flops_by_reg.png
The bar under the picture is 20 µm long. Other sequential cells in the stronger grey, the rest of the logic in the fainter grey.
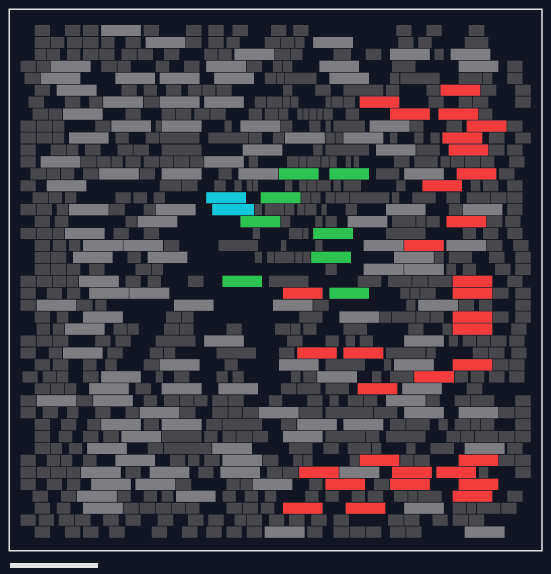
detail.png
Region (10, 72) to (50, 112) µm. Cells in grey, sequential cells in the stronger grey; small squares are vias.
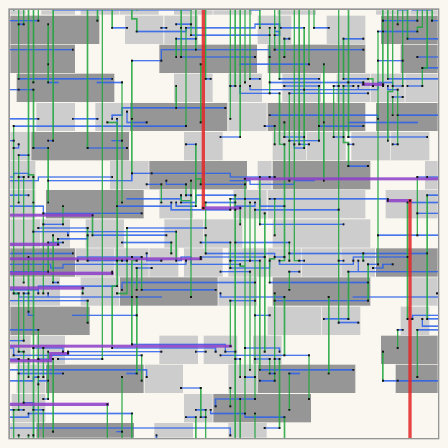
$ cat src/rtl/hs32_mem_arb_pkg.sv
// Shared encodings for the hs32 memory arbiter: FSM states, bus owners,
// bus direction and the data value returned on a bus error.
package hs32_mem_arb_pkg;

    typedef enum logic {
        ARB_IDLE = 1'b0,
        ARB_BUSY = 1'b1
    } arb_state_e;

    typedef enum logic [1:0] {
        OWN_NONE = 2'd0,
        OWN_F    = 2'd1,
        OWN_X    = 2'd2
    } owner_e;

    localparam logic        MEM_RD       = 1'b0;
    localparam logic        MEM_WR       = 1'b1;
    localparam logic [31:0] BUS_ERR_DATA = 32'hFFFF_FFFF;

endpackage

$ cat src/rtl/hs32_mem_arb.sv
// Round-robin arbiter sharing one memory bus between fetch and exec, with
// registered bus/response signals, a stuck-cycle watchdog and flush discard.
module hs32_mem_arb
    import hs32_mem_arb_pkg::*;
#(
    parameter int TIMEOUT = 255,
    parameter int TW      = 8
) (
    input  logic        clk,
    input  logic        reset,
    input  logic        reqf,
    input  logic [31:0] addrf,
    output logic        rdyf,
    output logic [31:0] dtrf,
    input  logic        flush,
    input  logic        reqx,
    input  logic [31:0] addrx,
    input  logic [31:0] dtwx,
    input  logic        rwx,
    output logic        rdyx,
    output logic [31:0] dtrx,
    output logic        berr,
    output logic [31:0] mem_addr,
    output logic [31:0] mem_dtw,
    output logic        mem_rw,
    output logic        mem_stb,
    input  logic        mem_ack,
    input  logic [31:0] mem_dtr
);

    arb_state_e    r_state;
    owner_e        r_owner;
    owner_e        r_last;
    logic [TW-1:0] r_wdog;
    logic          r_discard;

    logic w_elig_f, w_elig_x, w_pick_f, w_pick_x, w_fdisc, w_expire;

    // A port still showing its rdy pulse has not yet dropped req; masking it
    // here keeps the lingering request from winning a second grant.
    always_comb begin
        w_elig_f = reqf & ~rdyf;
        w_elig_x = reqx & ~rdyx;
        w_pick_x = w_elig_x & (~w_elig_f | (r_last == OWN_F));
        w_pick_f = w_elig_f & ~w_pick_x;
        w_fdisc  = (r_owner == OWN_F) & (r_discard | flush);
        w_expire = (TIMEOUT != 0) && (r_wdog == TW'(TIMEOUT - 1));
    end

    always_ff @(posedge clk or posedge reset) begin
        if (reset) begin
            r_state   <= ARB_IDLE;
            r_owner   <= OWN_NONE;
            r_last    <= OWN_F;
            r_wdog    <= '0;
            r_discard <= 1'b0;
            rdyf      <= 1'b0;
            rdyx      <= 1'b0;
            berr      <= 1'b0;
            dtrf      <= '0;
            dtrx      <= '0;
            mem_addr  <= '0;
            mem_dtw   <= '0;
            mem_rw    <= MEM_RD;
            mem_stb   <= 1'b0;
        end else begin
            rdyf <= 1'b0;
            rdyx <= 1'b0;
            berr <= 1'b0;
            case (r_state)
                ARB_IDLE: begin
                    if (w_pick_x) begin
                        mem_addr <= addrx;
                        mem_dtw  <= dtwx;
                        mem_rw   <= rwx;
                        mem_stb  <= 1'b1;
                        r_owner  <= OWN_X;
                        r_last   <= OWN_X;
                        r_wdog   <= '0;
                        r_state  <= ARB_BUSY;
                    end else if (w_pick_f) begin
                        mem_addr  <= addrf;
                        mem_dtw   <= '0;
                        mem_rw    <= MEM_RD;
                        mem_stb   <= 1'b1;
                        r_owner   <= OWN_F;
                        r_last    <= OWN_F;
                        r_wdog    <= '0;
                        r_discard <= flush;
                        r_state   <= ARB_BUSY;
                    end
                end
                ARB_BUSY: begin
                    if (mem_ack || w_expire) begin
                        // ack takes priority over a watchdog expiry in the same cycle
                        mem_stb   <= 1'b0;
                        r_owner   <= OWN_NONE;
                        r_discard <= 1'b0;
                        r_state   <= ARB_IDLE;
                        if (r_owner == OWN_X) begin
                            rdyx <= 1'b1;
                            berr <= ~mem_ack;
                            if (!mem_ack)
                                dtrx <= BUS_ERR_DATA;
                            else
                                dtrx <= (mem_rw == MEM_WR) ? 32'd0 : mem_dtr;
                        end else if (!w_fdisc) begin
                            rdyf <= 1'b1;
                            berr <= ~mem_ack;
                            dtrf <= mem_ack ? mem_dtr : BUS_ERR_DATA;
                        end
                    end else begin
                        r_wdog <= r_wdog + 1'b1;
                        if (flush && r_owner == OWN_F)
                            r_discard <= 1'b1;
                    end
                end
                default: r_state <= ARB_IDLE;
            endcase
        end
    end

endmodule

$ cat config.mk
export PLATFORM = sky130hd
export DESIGN_NAME = hs32_mem_arb
export DESIGN_NICKNAME = d
export VERILOG_FILES = /design/src/rtl/hs32_mem_arb_pkg.sv /design/src/rtl/hs32_mem_arb.sv
export SDC_FILE = /design/constraint.sdc
export NUM_CORES = 1
export LEC_CHECK = 0
export ABC_CLOCK_PERIOD_IN_PS = 14400
export CAP_MARGIN = 5
export CORE_AREA = 2 2 119 121
export DETAILED_ROUTE_END_ITERATION = 8
export DIE_AREA = 0 0 121 123
export PLACE_DENSITY_LB_ADDON = 0.12
export SYNTH_ARGS = -nofsm -noshare
export SYNTH_HDL_FRONTEND = slang
export SYNTH_SLANG_ARGS = --single-unit
$ cat constraint.sdc
create_clock -name clk -period 14.4 [get_ports clk]
set_input_delay 2.16 -clock clk [delete_from_list [all_inputs] [get_ports clk]]
set_output_delay 2.16 -clock clk [all_outputs]
set_load 0.005 [all_outputs]
==> results.py <==
# Auto-generated metrics
metrics = {
    "outcome": {
        "status": "finished clean",
    },
    "critical_path": {
        "critPathKind": "reg2out",
        "crit_path_start": "mem_rw$_DFFE_PP0P_",
        "reg2reg_setup_slack_ns": 12.31,
        "critPathSlowestCell": "dfrtp_1",
        "cp.arrival_ns": 1.99,
        "crit_fanout": 34,
        "critPathBufInv": 1,
        "end_kind": "output pin",
        "worstReg2RegEnd": "dtrf[1]$_DFFE_PP0P_",
        "crit_path_cell_trace": "clkdlybuf4s50_1",
        "crit_path_end": "mem_rw",
        "rr_worst_depth": 4,
        "r2r-start": "r_owner[0]$_DFFE_PP0P_",
    },
    "pwr": {
        "powerDensity_nw_per_um2": 212,
        "internal_power_mw": 1.41,
        "p_leak_nw": 4.12,
        "comb_power_share": 0.424,
        "peakVddDrop_mv": 0.107,
        "p_clk_frac": 0.214,
        "power.switching_mw": 0.600,
        "p_total_mw": 2.01,
        "top_power_group": "combinational cells",
        "comb_cell_power_mw": 0.852,
        "power_clock_mw": 0.431,
        "switching_share": 0.299,
    },
    "route": {
        "highest_layer": "met4",
        "wl_met2_mm": 8.13,
        "wl_met3_mm": 1.46,
        "vias": 4828,
        "routedWlPerCell_um": 18.7,
        "dr.pass1.iters": 5,
        "drcViolationCount": 0,
        "drt_iter0_drc": 295,
        "vias_per_cell": 5.38,
    },
    "final_layout": {
        "largest_class": "flip-flops and latches",
        "sh_comb_area": 0.236,
        "mostFrequentLayoutCell": "clkdlybuf4s50_1",
        "lay_top_cells": "267 x clkdlybuf4s50_1, 146 x dfrtp_1, 65 x a22o_1, 36 x nand2b_1, 33 x a21o_1",
        "n_clock_buffer": 19,
        "num-fill-cells": 1002,
        "post-route-cell-area_um2": 9460,
        "drive_gt1_frac": 0.111,
        "bufAreaShareNonClock": 0.287,
        "area_growth_pct": 53.7,
        "logic_gate_count": 261,
        "inverters_excl_clock": 5,
        "seq_cell_count": 147,
        "seqCellArea_um2": 3680,
        "logic_area_um2": 2240,
        "clkCellAreaFrac": 0.0611,
        "diodes": 0,
    },
    "sta": {
        "fin_setup_tns_ns": 0,
        "fmaxAchievable_ghz": 0.241,
        "rsz0062_at_grt": "false",
        "max_slew_margin": 0.232,
        "fin_crit_sh": 0.288,
        "hold_violations": 0,
        "fin_skew_ns": 0.0115,
        "finalSetupViolations": 0,
    },
    "yosys": {
        "synth_cells": 449,
        "ys_ff": 147,
        "adder_share": 0.00407,
        "top_area_cell": "dfrtp_1",
        "synth.distinct_cells": 41,
        "edf_count": 0,
        "synthArstFlopShare": 1.00,
        "synthXorXnorAreaFrac": 0.00142,
        "mux_share": 0,
        "top_cell_area_share": 0.593,
        "top_cell": "dfrtp_1",
        "yosys_cells": 449,
        "yosys.stat.seqShare": 0.598,
        "ys_top_cells_by_area": "dfrtp_1 59%, a22o_1 9.2%, a2bb2oi_2 7.1%, o22a_1 4.6%, a21o_1 4.1%",
        "top_cells_by_count": "146 x dfrtp_1, 65 x a22o_1, 36 x nand2b_1",
        "ys_area_um2": 6160,
        "synth.cell_area_um2": 6160,
        "simple_gate_share": 0.0713,
        "ff_type": "dfrtp_1",
        "fp_nets": 586,
        "avgSynthCellArea_um2": 13.7,
    },
    "min_path": {
        "min_path_cells": 2,
        "whs_endpoint": "r_last[0]$_DFFE_PP1P_",
        "hp-start": "r_last[0]$_DFFE_PP1P_",
        "hp-class": "reg2reg",
    },
    "floorplan": {
        "tapCellCount": 180,
        "ios": 268,
        "fp.dieW_um": 121,
        "initCoreUtil": 0.452,
        "dieArea_um2": 14900,
        "fp.dieH_um": 123,
        "fp.coreArea_um2": 13600,
    },
    "place": {
        "dpl_cell_area_um2": 8880,
        "finalWeightedCongestion": 0.779,
        "portBuffers": 267,
    },
    "global_route": {
        "grtUsageTotal": 0.229,
        "grt-ovfl-total": 0,
        "grt_max_degree": 87,
        "grt_pass1_vias": 5076,
        "antenna_found_initial": 0,
        "grt_pass1_wl_mm": 26.3,
    },
    "clock_network": {
        "cts-resized-gates": 0,
        "post_cts_buffers": 0,
        "clk_path_buf_depth": 2,
        "htreeDepth": 4,
        "cts_sinks": 147,
        "clk_latency_ns": 0.42,
        "numCtsBuffers": 17,
        "cts_tree": "yes",
    },
    "job": {
        "maxCapViolations": 0,
        "warning_count": 27,
    },
}
About flops_by_reg.png:
Key: r_wdog = green [placed flops 8, where middle]; r_last = cyan [placed flops 2]; dtrf = red [placed flops 32]
Another 105 sequential cells are not coloured.
P_seq: 0.725 mW
Core Util, Final: 0.695
flop share of the area: 0.389

About detail.png:
Key: metal 1 = blue; metal 2 = green; metal 3 = purple; metal 4 = red
Netlist names of flops here include mem_dtw (13), mem_addr (9). Most frequent: clkdlybuf4s50_1 (27), dfrtp_1 (23), a22o_1 (17). Sequential cells in the window: 23. 85 logic cells have their middle in the window.

metrics by stage:
step	util	std cells	hold slack, ns	setup slack, ns
floorplan	-	449	0.440	8.29
global placement	0.653	866	0.450	10.15
detailed placement	0.653	866	0.462	10.12
CTS	0.695	898	0.471	10.18
global route	0.695	898	0.491	10.11
finish	0.695	898	0.468	10.25
cell families after synthesis:
kind of cell,Yosys count
flip-flops,147
AND-OR/OR-AND,187
adder cells (fa/ha/maj),2
AND/OR/NAND/NOR,71
XOR/XNOR,1
buffers and inverters,41
routing by layer:
layer / GRT usage / vias to the layer above
met5: 0 / -
met4: 0.0865 / 0
met3: 0.0784 / 18
met2: 0.382 / 211
met1: 0.276 / 2399
li1: - / 2200
Power and IR drop assume default switching activity.
